--- src/rtl/display_scan_controller.sv ---
// display_scan_controller
//   Scan sequencer for the 6-digit 7-segment clock display. It steps
//   o_seg_select through the digits and produces one-hot common-digit enables.
//   Each digit slot starts with a blanked dead time. After that the digit is
//   lit for a brightness-controlled number of refresh ticks. A slot always
//   lasts exactly SLOT_TICKS ticks, whatever the brightness.
//
//   Optional feature macro: LEADING_ZERO_BLANK_EN
//     When this macro is defined, digit 0 (hours MSD) stays dark while i_bcd is 0.
//
// Ports
//   i_clk          system clock
//   i_reset_n      synchronous active-low reset
//   i_en           scan enable; low forces the display dark and returns to IDLE
//   i_refresh_stb  one-cycle refresh tick from the prescaler
//   i_brightness   lit ticks per slot after dead time (0 = dark)
//   i_bcd          BCD digit currently selected by o_seg_select
//   o_seg_select   digit index to the BCD mux
//   o_digit_en     registered one-hot digit enable
//   o_latch        one-cycle pulse when o_seg_select takes a new value
//
// State | meaning
//   IDLE  | scan disabled, display dark
//   BLANK | dead time at the start of a slot, digit dark
//   ON    | selected digit lit
//   OFF   | remainder of the slot, digit dark
//
// DEAD_TICKS must be at least 1.

module display_scan_controller #(
  parameter int NUM_DIGITS = 6,
  parameter int SLOT_TICKS = 16,
  parameter int DEAD_TICKS = 2
) (
  input  logic                  i_clk,
  input  logic                  i_reset_n,
  input  logic                  i_en,
  input  logic                  i_refresh_stb,
  input  logic [3:0]            i_brightness,
  input  logic [3:0]            i_bcd,
  output logic [3:0]            o_seg_select,
  output logic [NUM_DIGITS-1:0] o_digit_en,
  output logic                  o_latch
);

  typedef enum logic [1:0] {S_IDLE, S_BLANK, S_ON, S_OFF} state_t;

  localparam logic [4:0] LP_DEAD   = 5'(DEAD_TICKS);
  localparam logic [4:0] LP_SLOT   = 5'(SLOT_TICKS);
  localparam logic [3:0] LP_TC     = 4'(SLOT_TICKS - 1);
  localparam logic [3:0] LP_ON_MAX = 4'(SLOT_TICKS - DEAD_TICKS);
  localparam logic [3:0] LP_LAST   = 4'(NUM_DIGITS - 1);

  state_t                r_state, w_state_nxt;
  logic [3:0]            r_tick, w_tick_nxt;
  logic [3:0]            r_on_len, w_on_len_nxt;
  logic [3:0]            w_seg_nxt;
  logic                  w_latch_nxt;
  logic [NUM_DIGITS-1:0] w_digit_en_nxt;

  logic [4:0] w_tick_inc;
  logic [4:0] w_on_end;
  logic [3:0] w_on_clamp;
  logic [3:0] w_seg_inc;
  logic       w_lead_blank;

  assign w_tick_inc = {1'b0, r_tick} + 5'd1;
  // ON ends after r_on_len strobes, so it ends at tick DEAD + r_on_len.
  // This is a 5-bit value so that a full-length ON can end at SLOT_TICKS.
  assign w_on_end   = LP_DEAD + {1'b0, r_on_len};
  assign w_on_clamp = (i_brightness > LP_ON_MAX) ? LP_ON_MAX : i_brightness;
  assign w_seg_inc  = (o_seg_select == LP_LAST) ? 4'd0 : o_seg_select + 4'd1;

`ifdef LEADING_ZERO_BLANK_EN
  assign w_lead_blank = (w_seg_nxt == 4'd0) && (i_bcd == 4'd0);
`else
  logic w_unused_bcd;
  assign w_unused_bcd = ^i_bcd;
  assign w_lead_blank = 1'b0;
`endif

  // State register; the digit enable and latch are registered here too
  always_ff @(posedge i_clk) begin
    if (!i_reset_n) begin
      r_state      <= S_IDLE;
      r_tick       <= 4'd0;
      r_on_len     <= 4'd0;
      o_seg_select <= 4'd0;
      o_digit_en   <= '0;
      o_latch      <= 1'b0;
    end else begin
      r_state      <= w_state_nxt;
      r_tick       <= w_tick_nxt;
      r_on_len     <= w_on_len_nxt;
      o_seg_select <= w_seg_nxt;
      o_digit_en   <= w_digit_en_nxt;
      o_latch      <= w_latch_nxt;
    end
  end

  // Next-state logic
  always_comb begin
    w_state_nxt  = r_state;
    w_tick_nxt   = r_tick;
    w_on_len_nxt = r_on_len;
    w_seg_nxt    = o_seg_select;
    w_latch_nxt  = 1'b0;
    if (!i_en) begin
      // Disable wins over a coincident strobe
      w_state_nxt = S_IDLE;
      w_tick_nxt  = 4'd0;
      w_seg_nxt   = 4'd0;
    end else begin
      case (r_state)
        S_IDLE: begin
          w_state_nxt = S_BLANK;
          w_tick_nxt  = 4'd0;
          w_seg_nxt   = 4'd0;
          w_latch_nxt = 1'b1;
        end
        S_BLANK: begin
          if (i_refresh_stb) begin
            w_tick_nxt = w_tick_inc[3:0];
            if (w_tick_inc == LP_DEAD) begin
              // Brightness is sampled only here, so a change waits for the next slot
              w_on_len_nxt = w_on_clamp;
              w_state_nxt  = (w_on_clamp == 4'd0) ? S_OFF : S_ON;
            end
          end
        end
        S_ON: begin
          if (i_refresh_stb) begin
            w_tick_nxt = w_tick_inc[3:0];
            if (w_tick_inc == w_on_end) begin
              if (w_tick_inc == LP_SLOT) begin
                w_state_nxt = S_BLANK;
                w_tick_nxt  = 4'd0;
                w_seg_nxt   = w_seg_inc;
                w_latch_nxt = 1'b1;
              end else begin
                w_state_nxt = S_OFF;
              end
            end
          end
        end
        S_OFF: begin
          if (i_refresh_stb) begin
            if (r_tick == LP_TC) begin
              w_state_nxt = S_BLANK;
              w_tick_nxt  = 4'd0;
              w_seg_nxt   = w_seg_inc;
              w_latch_nxt = 1'b1;
            end else begin
              w_tick_nxt = w_tick_inc[3:0];
            end
          end
        end
        default: begin
          w_state_nxt = S_IDLE;
          w_tick_nxt  = 4'd0;
          w_seg_nxt   = 4'd0;
        end
      endcase
    end
  end

  // Output logic: a digit is lit only in the cycles the FSM spends in ON
  always_comb begin
    w_digit_en_nxt = '0;
    if (w_state_nxt == S_ON && !w_lead_blank)
      w_digit_en_nxt = NUM_DIGITS'(1) << w_seg_nxt;
  end

endmodule
--- config.mk ---
export PLATFORM = sky130hd
export DESIGN_NAME = display_scan_controller
export DESIGN_NICKNAME = d
export VERILOG_FILES = /design/src/rtl/display_scan_controller.sv
export SDC_FILE = /design/constraint.sdc
export NUM_CORES = 1
export LEC_CHECK = 0
export CAP_MARGIN = 20
export CORE_UTILIZATION = 48
export CTS_BUF_LIST = sky130_fd_sc_hd__clkbuf_4
export DETAILED_ROUTE_END_ITERATION = 8
export MAX_ROUTING_LAYER = met4
export PLACE_DENSITY = 0.88
export RECOVER_POWER = 100
export REMOVE_ABC_BUFFERS = 1
export SLEW_MARGIN = 20
export SYNTH_ARGS = -nofsm -noshare
export SYNTH_HDL_FRONTEND = slang
export SYNTH_SLANG_ARGS = --single-unit
--- constraint.sdc ---
create_clock -name i_clk -period 2.6 [get_ports i_clk]
set_clock_uncertainty 0.2 [all_clocks]
set_input_delay 0.52 -clock i_clk [delete_from_list [all_inputs] [get_ports i_clk]]
set_output_delay 0.52 -clock i_clk [all_outputs]
set_load 0.02 [all_outputs]
Fig. 1: run 1, wiring heat map
11 x 11 tiles, from black (low) to pale yellow (high), scaled to the fullest tile. Values are wire area over tile area, all layers added.
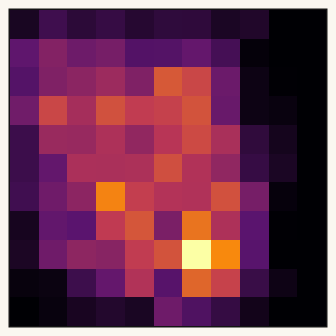
fullest tile: 0.78
mean over tiles: 0.21
densest ninth of the die: middle

Fig. 2: run 1, close-up of the layout
The bar under the picture is 10 µm long. Region (14, 3) to (39, 28) µm. Cells in grey, sequential cells in the stronger grey; small squares are vias.
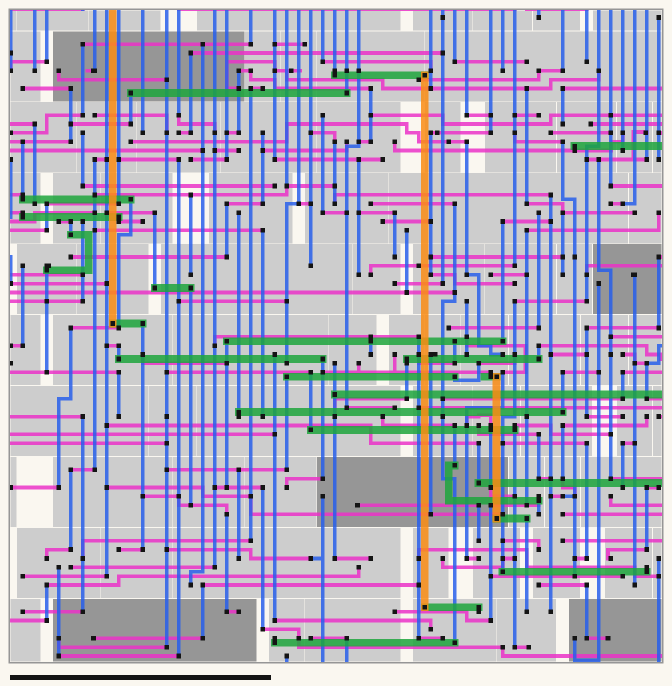
| layer | colour |
|---|---|
| met2 | blue |
| met1 | magenta |
| met3 | green |
| met4 | orange |
cells with their middle in the window: 63
sequential cells in the window: 3
netlist names of flops here include: r_tick (2), r_state (1)
most frequent: buf_4 (7), nor2_1 (6)

==> results.toml, run 1 <==
# physical design summary
[synthesis]
top_area_cell = "dfxtp_1"
top_cell = "dfxtp_1"
synthArstFlopShare_pct = 0

[finish]
layout-drive-gt1-share_pct = 25.8
logic_area_um2 = 936
largest_register_ff_count = 6
n_fill_cell = 136
lay_top_count = "dfxtp_1"
n_antenna_cell = 0
buffers = 36

[cts]
cts_buffers = 3
tritoncts = "done"

[run]
cap_viol_max_count = 0

[critical_path]
reg2regPathDepth = 8
end_kind = "flip-flop"

[timing]
holdWs_ps = 356
fmax_ghz = 0.384
tns_ps = -5.86
layout_setup_ws_ps = -5.86
finalSetupViolCount = 1
hold_viol = 0

[pwr]
power.leakage_nw = 0.649

[outcome]
status = "complete, but fails checks"
violations = "negative setup slack"

[floorplanning]
dieArea_um2 = 2800
Fig. 3: run 1, clock network drawn from the DEF
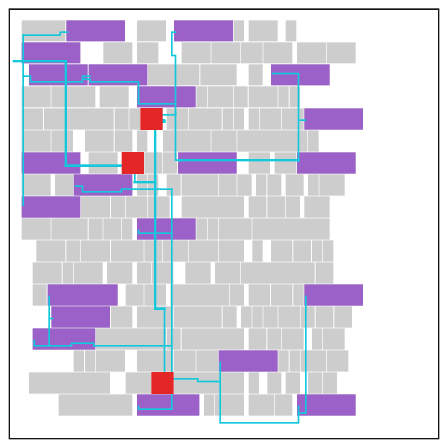
[flip-flops] purple | count: 21
[cells driving clock nets] red | count: 3
[clock wires] cyan | length: 287 µm
routed clock nets: 4

Fig. 4: run 1, cell placement
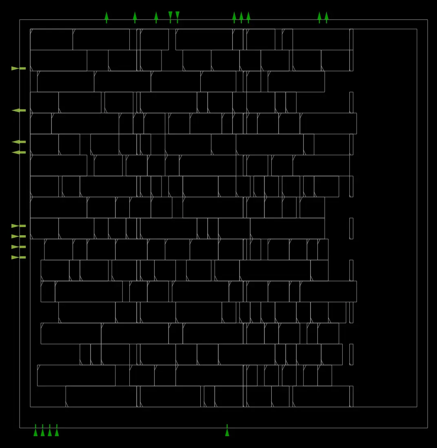
Final Util: 72.4%
tap cells: 30

Fig. 5: run 1, selected gate families
The bar under the picture is 20 µm long.
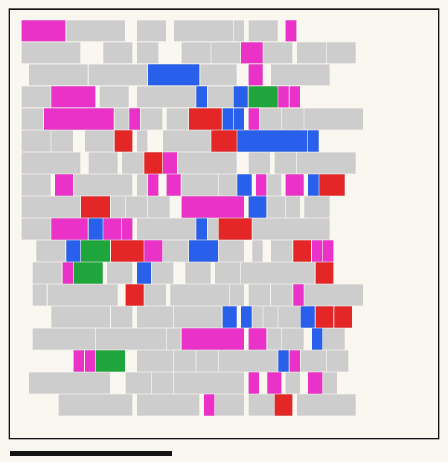

==> run 2: changes to the inputs <==
--- a/config.mk
+++ b/config.mk
@@ -6,13 +6,14 @@
 export NUM_CORES = 1
 export LEC_CHECK = 0
 export CAP_MARGIN = 20
-export CORE_UTILIZATION = 48
+export CORE_UTILIZATION = 53
 export CTS_BUF_LIST = sky130_fd_sc_hd__clkbuf_4
 export DETAILED_ROUTE_END_ITERATION = 8
 export MAX_ROUTING_LAYER = met4
-export PLACE_DENSITY = 0.88
+export PLACE_DENSITY = 0.92
 export RECOVER_POWER = 100
 export REMOVE_ABC_BUFFERS = 1
+export SETUP_SLACK_MARGIN = 0.2
 export SLEW_MARGIN = 20
 export SYNTH_ARGS = -nofsm -noshare
 export SYNTH_HDL_FRONTEND = slang
==> constraint.sdc (replaced) <==
create_clock -name i_clk -period 2.4 [get_ports i_clk]
set_clock_uncertainty 0.2 [all_clocks]
set_input_delay 0.48 -clock i_clk [delete_from_list [all_inputs] [get_ports i_clk]]
set_output_delay 0.48 -clock i_clk [all_outputs]
set_load 0.02 [all_outputs]
Fig. 6: run 2, selected gate families
The bar under the picture is 20 µm long.
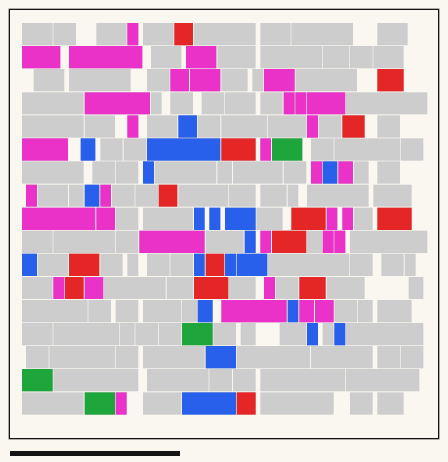
| family | colour | cells | most used |
|---|---|---|---|
| NOR gates | magenta | 34 | nor2_1 |
| NAND gates | blue | 20 | nand2_1 |
| multiplexers | green | 4 | mux2i_1 |
| AND and OR gates | red | 14 | and3_4 |

Fig. 7: run 2, cell placement
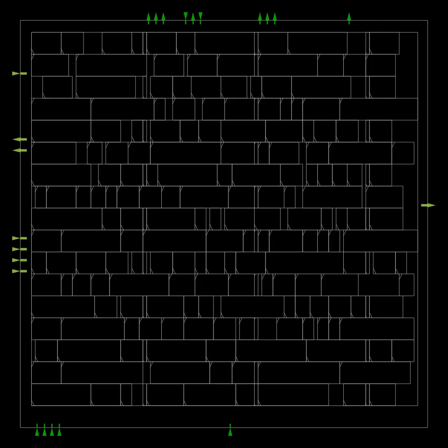
tap cells: 28
Core Region: 2210 µm²
row count: 17
sequential cell area share: 21.2%
Final Util: 91.5%

==> run 2 against run 1 <==
Compared with the run above: the run still ends with negative setup slack left; core utilization is 19 points higher; global-route usage is 20 points higher; critical path type unchanged; largest power group unchanged; combinational power is 35% higher; critical endpoint is now r_tick[3]; clock power is 13% higher; non-clock buffer count is 16 higher; fmax is 5.1% lower; via count is 18% higher; first-iteration DRC count is 78% higher; die size is 9.1% lower.
==> results.toml, run 2 <==
# physical design summary
[cts]
tritoncts = "done"
cts_buffers = 3

[timing]
holdWs_ps = 467
fmax_ghz = 0.364
finalSetupViolCount = 11
layout_setup_ws_ps = -345
tns_ps = -1520

[finish]
logic_area_um2 = 1070
n_antenna_cell = 0
layout-drive-gt1-share_pct = 41.8
lay_top_count = "buf_4"
largest_register_ff_count = 6
n_fill_cell = 77

[synthesis]
synthArstFlopShare_pct = 0
top_area_cell = "dfxtp_1"
top_cell = "dfxtp_1"

[outcome]
status = "complete, but fails checks"
violations = "negative setup slack"

[floorplanning]
dieArea_um2 = 2540

[critical_path]
end_kind = "flip-flop"

[run]
cap_viol_max_count = 0
Fig. 8: run 2, close-up of the layout
The bar under the picture is 10 µm long. Region (13, 3) to (38, 28) µm. Cells in grey, sequential cells in the stronger grey; small squares are vias.
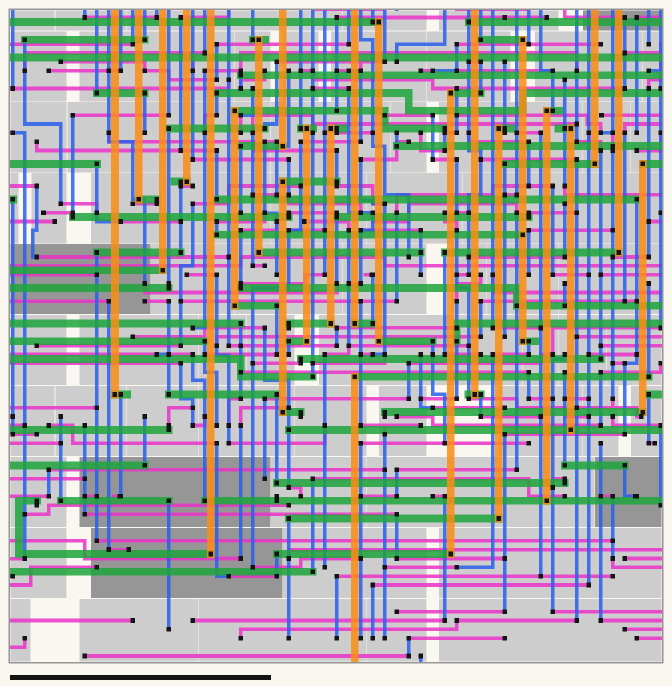

==> run 3: changes to the inputs <==
==> constraint.sdc (replaced) <==
create_clock -name i_clk -period 2.9 [get_ports i_clk]
set_clock_uncertainty 0.2 [all_clocks]
set_input_delay 0.58 -clock i_clk [delete_from_list [all_inputs] [get_ports i_clk]]
set_output_delay 0.58 -clock i_clk [all_outputs]
set_load 0.02 [all_outputs]
Fig. 9: run 3, close-up of the layout
The bar under the picture is 10 µm long. Region (13, 3) to (38, 28) µm. Cells in grey, sequential cells in the stronger grey; small squares are vias.
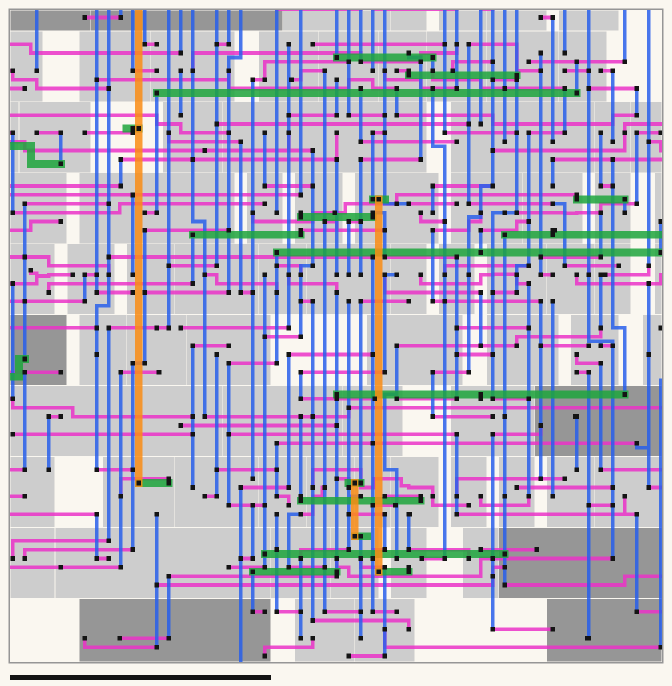
| layer | colour |
|---|---|
| met3 | green |
| met2 | blue |
| met4 | orange |
| met1 | magenta |
netlist names of flops here include: r_tick (4)
sequential cells in the window: 4
most frequent: nand2_1 (7), and3_1 (5), nor2_1 (5)
cells with their middle in the window: 65

==> run 3 against run 2 <==
Compared with the run above: the flow now finishes without violations; sequential cell count stayed put; combinational power fell by 45%; cell count is 13% lower; design area decreased by 22%; global-route usage decreased by 20 points; critical endpoint is now o_digit_en[3]; largest cell class unchanged.
==> results.toml, run 3 <==
# physical design summary
[finish]
largest_register_ff_count = 6
logic_area_um2 = 837
seq_cell_count = 21
n_fill_cell = 164
buffers = 24
sh_seq_area_pct = 26.9
fin_cells = 194
layout-drive-gt1-share_pct = 13.3
lay_top_count = "dfxtp_1"
n_antenna_cell = 0
utilization_pct = 70.9

[outcome]
status = "finished, final reports clean"

[floorplanning]
fp.coreArea_um2 = 2210
dieArea_um2 = 2540
nWellTaps = 28
rows = 17
io_pins = 23

[synthesis]
xor_share_pct = 8.55
top_area_cell = "dfxtp_1"
top_cell = "dfxtp_1"
synthArstFlopShare_pct = 0

[pwr]
power.leakage_nw = 0.628

[timing]
worst_pin_slew_ps = 553
fmax_ghz = 0.379
holdWs_ps = 306
finalSetupViolCount = 0
layout_setup_ws_ps = 264
tns_ps = 0
hold_viol = 0

[drt]
wl_met3_um = 124
drt_iter0_markers = 59
ant_nets = 0

[cts]
clkTransAtPathRegs_ps = 120
tritoncts = "done"
cts_buffers = 3
cts.sinks = 21
cts-root-buf = "clkbuf_4"

[run]
cap_viol_max_count = 0

[global_routing]
use_met2_pct = 39.1
grt_pass1_wl_um = 4600

[critical_path]
crit_slowest_cell = "or3b_2"
crit_end = "o_digit_en[3]"
reg2regPathDepth = 8
end_kind = "flip-flop"

[place]
post-place-ws_ps = 148
Fig. 10: run 3, wiring heat map
10 x 10 tiles, from black (low) to pale yellow (high), scaled to the fullest tile. Values are wire area over tile area, all layers added.
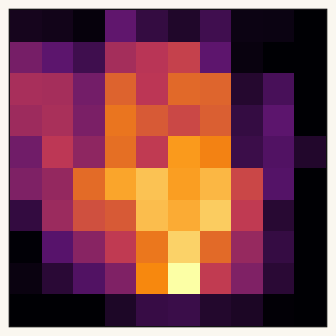
nearly empty tiles: 16%
emptiest ninth of the die: top right
mean over tiles: 0.19

No activity file was given, so power comes from the tool's default toggle rates.
